pdn.png
Bar = 50 um. Pins as bars on the die edge.
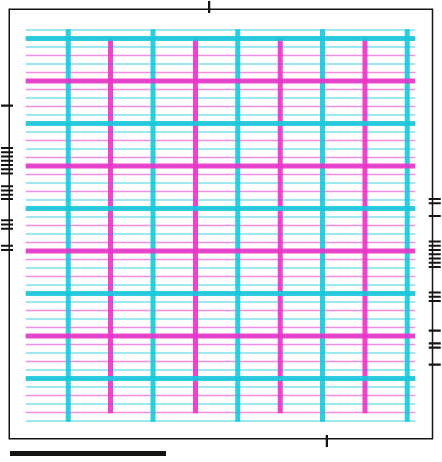
cell_classes.png
Bar = 50 um.
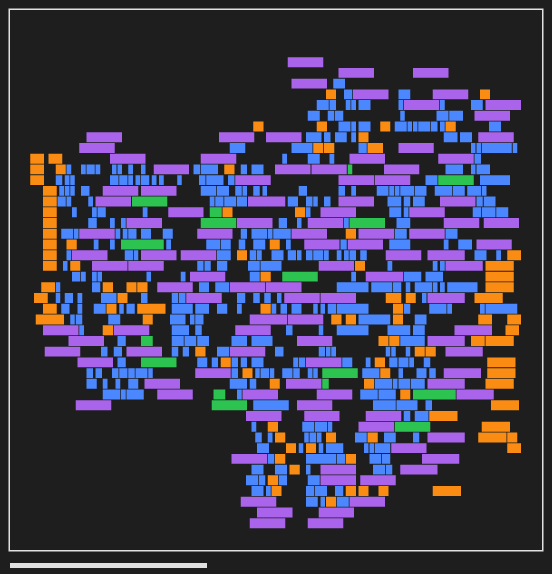
clock_map.png
Bar = 50 um.
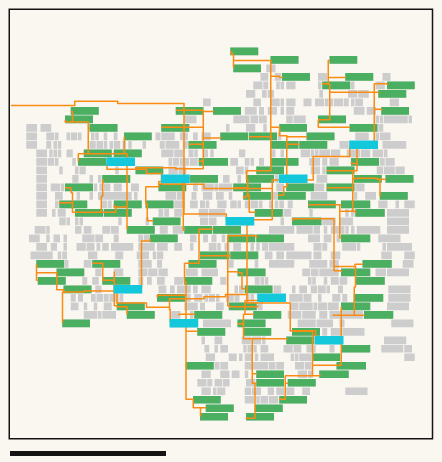
metal_stack.png
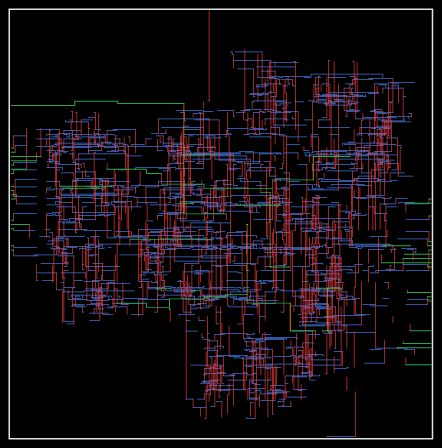
final_congestion.png
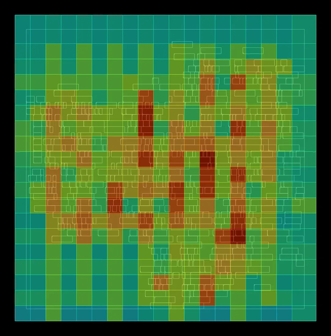
File: src/rtl/sevseg_pkg.sv
// Shared types and helpers for the score display path:
// converter FSM states, segment encoding and decimal limits.
package sevseg_pkg;

    typedef enum logic [1:0] {
        IDLE,
        SHIFT,
        DONE
    } state_t;

    localparam logic [6:0] SEG_BLANK = 7'h7F;

    // Active-low {g,f,e,d,c,b,a}; non-decimal nibbles stay dark
    function automatic logic [6:0] seg_encode(input logic [3:0] n);
        logic [6:0] s;
        case (n)
            4'd0:    s = 7'h40;
            4'd1:    s = 7'h79;
            4'd2:    s = 7'h24;
            4'd3:    s = 7'h30;
            4'd4:    s = 7'h19;
            4'd5:    s = 7'h12;
            4'd6:    s = 7'h02;
            4'd7:    s = 7'h78;
            4'd8:    s = 7'h00;
            4'd9:    s = 7'h10;
            default: s = SEG_BLANK;
        endcase
        return s;
    endfunction

    function automatic logic [63:0] pow10(input int n);
        logic [63:0] r;
        r = 64'd1;
        for (int i = 0; i < n; i++) begin
            r = r * 64'd10;
        end
        return r;
    endfunction

endpackage

File: src/rtl/bin_to_bcd_seq.sv
// Sequential double-dabble converter with a valid/ready input
// and a one-cycle load strobe carrying the (saturated) BCD result.
module bin_to_bcd_seq
    import sevseg_pkg::*;
#(
    parameter int BIN_W  = 14,
    parameter int DIGITS = 4
) (
    input  logic                  clk,
    input  logic                  reset,
    input  logic [BIN_W-1:0]      score,
    input  logic                  score_valid,
    output logic                  score_ready,
    output logic [4*DIGITS-1:0]   bcd,
    output logic                  bcd_load,
    output logic                  sat
);

    localparam int WW = 4 * DIGITS;
    localparam int CW = $clog2(BIN_W + 1);
    localparam logic [63:0] MAXV = pow10(DIGITS) - 64'd1;

    state_t          state_q;
    logic [BIN_W-1:0] bin_q;
    logic [WW-1:0]   work_q;
    logic [WW-1:0]   work_d;
    logic [CW-1:0]   cnt_q;
    logic            sat_q;

    always_comb begin
        work_d = work_q;
        for (int i = 0; i < DIGITS; i++) begin
            if (work_q[4*i +: 4] >= 4'd5) begin
                work_d[4*i +: 4] = work_q[4*i +: 4] + 4'd3;
            end
        end
    end

    always_ff @(posedge clk or negedge reset) begin
        if (!reset) begin
            state_q <= IDLE;
            bin_q   <= '0;
            work_q  <= '0;
            cnt_q   <= '0;
            sat_q   <= 1'b0;
        end else begin
            case (state_q)
                IDLE: begin
                    if (score_valid) begin
                        bin_q   <= score;
                        work_q  <= '0;
                        cnt_q   <= CW'(BIN_W);
                        sat_q   <= (64'(score) > MAXV);
                        state_q <= SHIFT;
                    end
                end
                SHIFT: begin
                    {work_q, bin_q} <= {work_d, bin_q} << 1;
                    cnt_q <= cnt_q - CW'(1);
                    if (cnt_q == CW'(1)) begin
                        state_q <= DONE;
                    end
                end
                DONE: begin
                    state_q <= IDLE;
                end
                default: begin
                    state_q <= IDLE;
                end
            endcase
        end
    end

    assign score_ready = (state_q == IDLE);
    assign bcd_load    = (state_q == DONE);
    assign bcd         = sat_q ? {DIGITS{4'h9}} : work_q;
    assign sat         = sat_q;

endmodule

File: src/rtl/score_display_seq.sv
// Score-to-seven-segment path: converter plus multiplexed scanner
// with leading-zero blanking, blink and registered pin drivers.
module score_display_seq
    import sevseg_pkg::*;
#(
    parameter int BIN_W     = 14,
    parameter int DIGITS    = 4,
    parameter int SCAN_DIV  = 16,
    parameter int BLINK_DIV = 25,
    parameter int BLANK_LZ  = 1
) (
    input  logic              clk,
    input  logic              reset,
    input  logic [BIN_W-1:0]  score,
    input  logic              score_valid,
    output logic              score_ready,
    input  logic              blink,
    input  logic [DIGITS-1:0] dp_mask,
    output logic              overflow,
    output logic [DIGITS-1:0] an,
    output logic [6:0]        seg,
    output logic              dp
);

    localparam int IW = (DIGITS > 1) ? $clog2(DIGITS) : 1;

    logic [4*DIGITS-1:0] bcd;
    logic                bcd_load;
    logic                sat;

    logic [4*DIGITS-1:0] disp_q;
    logic                ovf_q;
    logic [SCAN_DIV-1:0] presc_q;
    logic [IW-1:0]       idx_q;
    logic [BLINK_DIV-1:0] bcnt_q;
    logic                bph_q;
    logic [DIGITS-1:0]   an_q;
    logic [DIGITS-1:0]   an_d;
    logic [6:0]          seg_q;
    logic [6:0]          seg_d;
    logic                dp_q;
    logic                dp_d;
    logic [DIGITS-1:0]   blank;
    logic                zrun;
    logic [3:0]          nib;
    logic                off;

    bin_to_bcd_seq #(
        .BIN_W  (BIN_W),
        .DIGITS (DIGITS)
    ) u_conv (
        .clk         (clk),
        .reset       (reset),
        .score       (score),
        .score_valid (score_valid),
        .score_ready (score_ready),
        .bcd         (bcd),
        .bcd_load    (bcd_load),
        .sat         (sat)
    );

    // A digit is blank when it and everything above it is zero
    always_comb begin
        zrun  = 1'b1;
        blank = '0;
        for (int i = DIGITS - 1; i >= 0; i--) begin
            zrun = zrun & (disp_q[4*i +: 4] == 4'h0);
            if (i > 0 && BLANK_LZ != 0) begin
                blank[i] = zrun;
            end
        end
        nib   = disp_q[4*int'(idx_q) +: 4];
        off   = blink & bph_q;
        an_d  = off ? '1 : ~(DIGITS'(1) << idx_q);
        seg_d = blank[idx_q] ? SEG_BLANK : seg_encode(nib);
        dp_d  = off | ~dp_mask[idx_q];
    end

    always_ff @(posedge clk or negedge reset) begin
        if (!reset) begin
            disp_q  <= '0;
            ovf_q   <= 1'b0;
            presc_q <= '0;
            idx_q   <= '0;
            bcnt_q  <= '0;
            bph_q   <= 1'b0;
            an_q    <= '1;
            seg_q   <= SEG_BLANK;
            dp_q    <= 1'b1;
        end else begin
            presc_q <= presc_q + SCAN_DIV'(1);
            if (&presc_q) begin
                idx_q <= (idx_q == IW'(DIGITS - 1)) ? '0 : idx_q + IW'(1);
            end
            bcnt_q <= bcnt_q + BLINK_DIV'(1);
            if (&bcnt_q) begin
                bph_q <= ~bph_q;
            end
            if (bcd_load) begin
                disp_q <= bcd;
                ovf_q  <= sat;
            end
            an_q  <= an_d;
            seg_q <= seg_d;
            dp_q  <= dp_d;
        end
    end

    assign overflow = ovf_q;
    assign an       = an_q;
    assign seg      = seg_q;
    assign dp       = dp_q;

endmodule

File: config.mk
export PLATFORM = sky130hd
export DESIGN_NAME = score_display_seq
export DESIGN_NICKNAME = d
export VERILOG_FILES = /design/src/rtl/sevseg_pkg.sv /design/src/rtl/bin_to_bcd_seq.sv /design/src/rtl/score_display_seq.sv
export SDC_FILE = /design/constraint.sdc
export NUM_CORES = 1
export LEC_CHECK = 0
export CORE_AREA = 5 5 130 132
export CTS_CLUSTER_DIAMETER = 30
export DETAILED_ROUTE_END_ITERATION = 12
export DIE_AREA = 0 0 135 137
export GPL_ROUTABILITY_DRIVEN = 0
export PLACE_DENSITY = 0.58
export SLEW_MARGIN = 40
export SYNTH_ARGS = -nofsm -noshare
export SYNTH_HDL_FRONTEND = slang
export SYNTH_SLANG_ARGS = --single-unit
File: constraint.sdc
create_clock -name clk -period 1.6 [get_ports clk]
set_input_delay 0.24 -clock clk [delete_from_list [all_inputs] [get_ports clk]]
set_output_delay 0.24 -clock clk [all_outputs]
set_load 0.05 [all_outputs]
==> flow_metrics.env <==
# yosys + openroad results
export IMPL_setup_ws_ps=-101
export IMPL_setup_tns_ps=-312
export IMPL_synth_adder_area_share_pct=4.95
export IMPL_intPower_mw=6.65
export IMPL_p_seq_mw=3.99
export IMPL_antenna_found_initial=0
export IMPL_top_layer="met4"
export IMPL_yosys_warnings=0
export IMPL_relSlewSlack_pct=62.5
export IMPL_critPathKind="flip-flop to flip-flop"
export IMPL_io_buffers=35
export IMPL_p_switching_mw=3.48
export IMPL_clock_sinks=110
export IMPL_cp_end_kind="flip-flop"
export IMPL_synthArstFlopShare_pct=100
export IMPL_numCtsBuffers=9
export IMPL_synth_flops=110
export IMPL_hold_violations=0
export IMPL_mostFrequentLayoutCells="dfrtp_1 (95), nand2_1 (68), buf_4 (61)"
export IMPL_p_clk_share_pct=23.7
export IMPL_log_warning_count=41
export IMPL_cp_arrival_ps=1970
export IMPL_tritoncts="yes"
export IMPL_grt_ovfl_total=0
export IMPL_hp_class="input port to async pin"
export IMPL_crit_start="idx_q[0]$_DFFE_PN0P_"
export IMPL_cts_buffer_depth=2
export IMPL_power_leakage_nw=3.18
export IMPL_crit_buf_inv=2
export IMPL_dpl_cell_area_um2=6380
export IMPL_ys_cells=501
export IMPL_syn_inst=501
export IMPL_critPathMaxFanout=4
export IMPL_post_cts_buffers=3
export IMPL_initCoreUtil_pct=34.0
export IMPL_viasPerCell=4.74
export IMPL_io_pins=36
export IMPL_violations="setup timing"
export IMPL_startpoint_type="flip-flop"
export IMPL_worstSetupPathDepth=7
export IMPL_r2r_end="seg[4]$_DFF_PN1_"
export IMPL_r2r_start="idx_q[0]$_DFFE_PN0P_"
export IMPL_synthTopCellsByArea="dfrtp_1 (46%), dfstp_2 (5.9%), ha_1 (5.0%), nand2_1 (4.8%), xnor2_1 (4.0%)"
export IMPL_critPathSlowestCell="mux4_2"
export IMPL_drv_slew=0
export IMPL_wl_met3_um=469
export IMPL_ys_sh_aoi_pct=9.29
export IMPL_power_top_group="registers"
export IMPL_drive_above_1_share_pct=28.0
export IMPL_syn_nets=544
export IMPL_grt_pass1_wl_um=18200
export IMPL_syn_area_um2=5300
export IMPL_seqPwrFrac_pct=39.4
export IMPL_drtPass1Iterations=4
export IMPL_finalClockPeriodUsage_pct=106
export IMPL_stdcell_count=809
export IMPL_wl_met1_um=4830
export IMPL_cap_violations=0
export IMPL_insertion_delay_ps=350
export IMPL_outcome="complete, but fails checks"
export IMPL_xor_area_share_pct=7.60
export IMPL_cts_resized=8
export IMPL_grt_max_degree=67
export IMPL_yosysTopAreaCellShare_pct=46.2
export IMPL_top_area_cell="dfrtp_1"
export IMPL_fin_skew_ps=10.8
export IMPL_yosysSeqAreaShare_pct=52.2
export IMPL_insertedDiodeCount=0
export IMPL_synth_area_yosys_um2=5300
export IMPL_area_growth_syn_to_layout_pct=29.8
export IMPL_htree_levels=3
export IMPL_dieArea_um2=18500
export IMPL_p_comb_share_pct=36.9
export IMPL_dr_total_vias=3837
export IMPL_drc_errors=0
export IMPL_powerDensity_nw_per_um2=1470
export IMPL_switching_share_pct=34.3
export IMPL_setup_viol=7
export IMPL_holdWs_ps=339
export IMPL_layout_nets=631
-- pdn.png (at the start) --
| net | color |
|---|---|
| VDD | magenta |
| VSS | cyan |
rows: 46
met5 straps: 9
met1 rails: 47
met4 straps: 9
signal pins: 36
chip height: 137 um
Die W: 135 um
Core Area: 15600 um^2
peak supply drop: 0.727 mV

-- cell_classes.png (at the start) --
| class | color | cells | share of their area |
|---|---|---|---|
| other buffers and delay cells | orange | 99 | 15% |
| flip-flops | purple | 110 | 42% |
| all other logic | blue | 368 | 38% |
| clock drivers and dummy loads | green | 16 | 4.8% |
Final Instance Area: 6890 um^2
flop share of the area: 40.3%
Layout Utilization: 44.1%

-- clock_map.png (at the start) --
[flip-flops] green | count: 110
[clock wires] orange | length: 1370 um
[cells driving clock nets] cyan | count: 9
routed clock nets: 10

-- metal_stack.png (at the start) --
| layer | color | wire length |
|---|---|---|
| met2 | red | 5030 um |
| met3 | green | 470 um |
| met4 | orange | 114 um |
| met1 | blue | 4830 um |

-- final_congestion.png (at the start) --
DR WL/cell: 12.9 um
Total GRT Usage: 12.0%
global routing usage on met2: 20.1%
met1 Use GR: 15.1%
busiest metal layer after global routing: met2

[sequential cells by signal, summed over array words and instances (netlist names)]
name,count
idx_q,2
u_conv.state_q,2
an,4
u_conv.bin_q,14
u_conv.cnt_q,4
overflow,1
disp_q,16
bph_q,1
presc_q,16
u_conv.sat,1
u_conv.work_q,16
bcnt_q,25
seg,7
dp,1
[per-layer routing]
layer / GRT usage (%) / up-vias
li1: - / 1886
met1: 15.1 / 1868
met2: 20.1 / 70
met3: 3.71 / 13
met4: 3.25 / 0
met5: 0 / -
[synth_stat cells, types with 5 or more instances]
library cell  instances
inv_1                28
o31ai_1              13
xnor2_1              24
ha_1                 21
xor2_1               22
nand2b_1             10
dfrtp_1              98
a21oi_1               9
mux4_2                5
nand3_1              27
clkbuf_1             16
mux2_2                7
a31oi_1              13
dfstp_2              12
nand2_1              68
nand4_1               5
o21ai_0              27
nor2_1               35
and3_1                6
nor3_2                6
[worst register-to-register path: stages (launching register included)]
cell and delay [ps]:
dfrtp_2 420, mux4_2 540, inv_2 90, ha_1 140, inv_1 50, a21o_1 160, a21oi_2 120, o32ai_2 100
[final cells by class]
type	instances	area, um^2
repair buffers	99	991
flip-flops and latches	110	2770
fillers	1490	8710
clock buffers	10	229
clock inverters	6	91.3
multi-input cells	340	2430
well taps	216	270
inverters	28	105
[through the flow]
stage | setup WS (ps) | utilization [%] | power, mW
after global routing | -154 | 44.1 | 10.9
after global placement | -162 | 40.9 | 7.40
after CTS | -86.9 | 43.4 | 10.1
final | -101 | 44.1 | 10.1
after floorplan | -120 | - | 6.24
after detailed placement | -228 | 40.9 | 7.56
Power figures rest on the tool's default switching activity, not on a simulated workload.
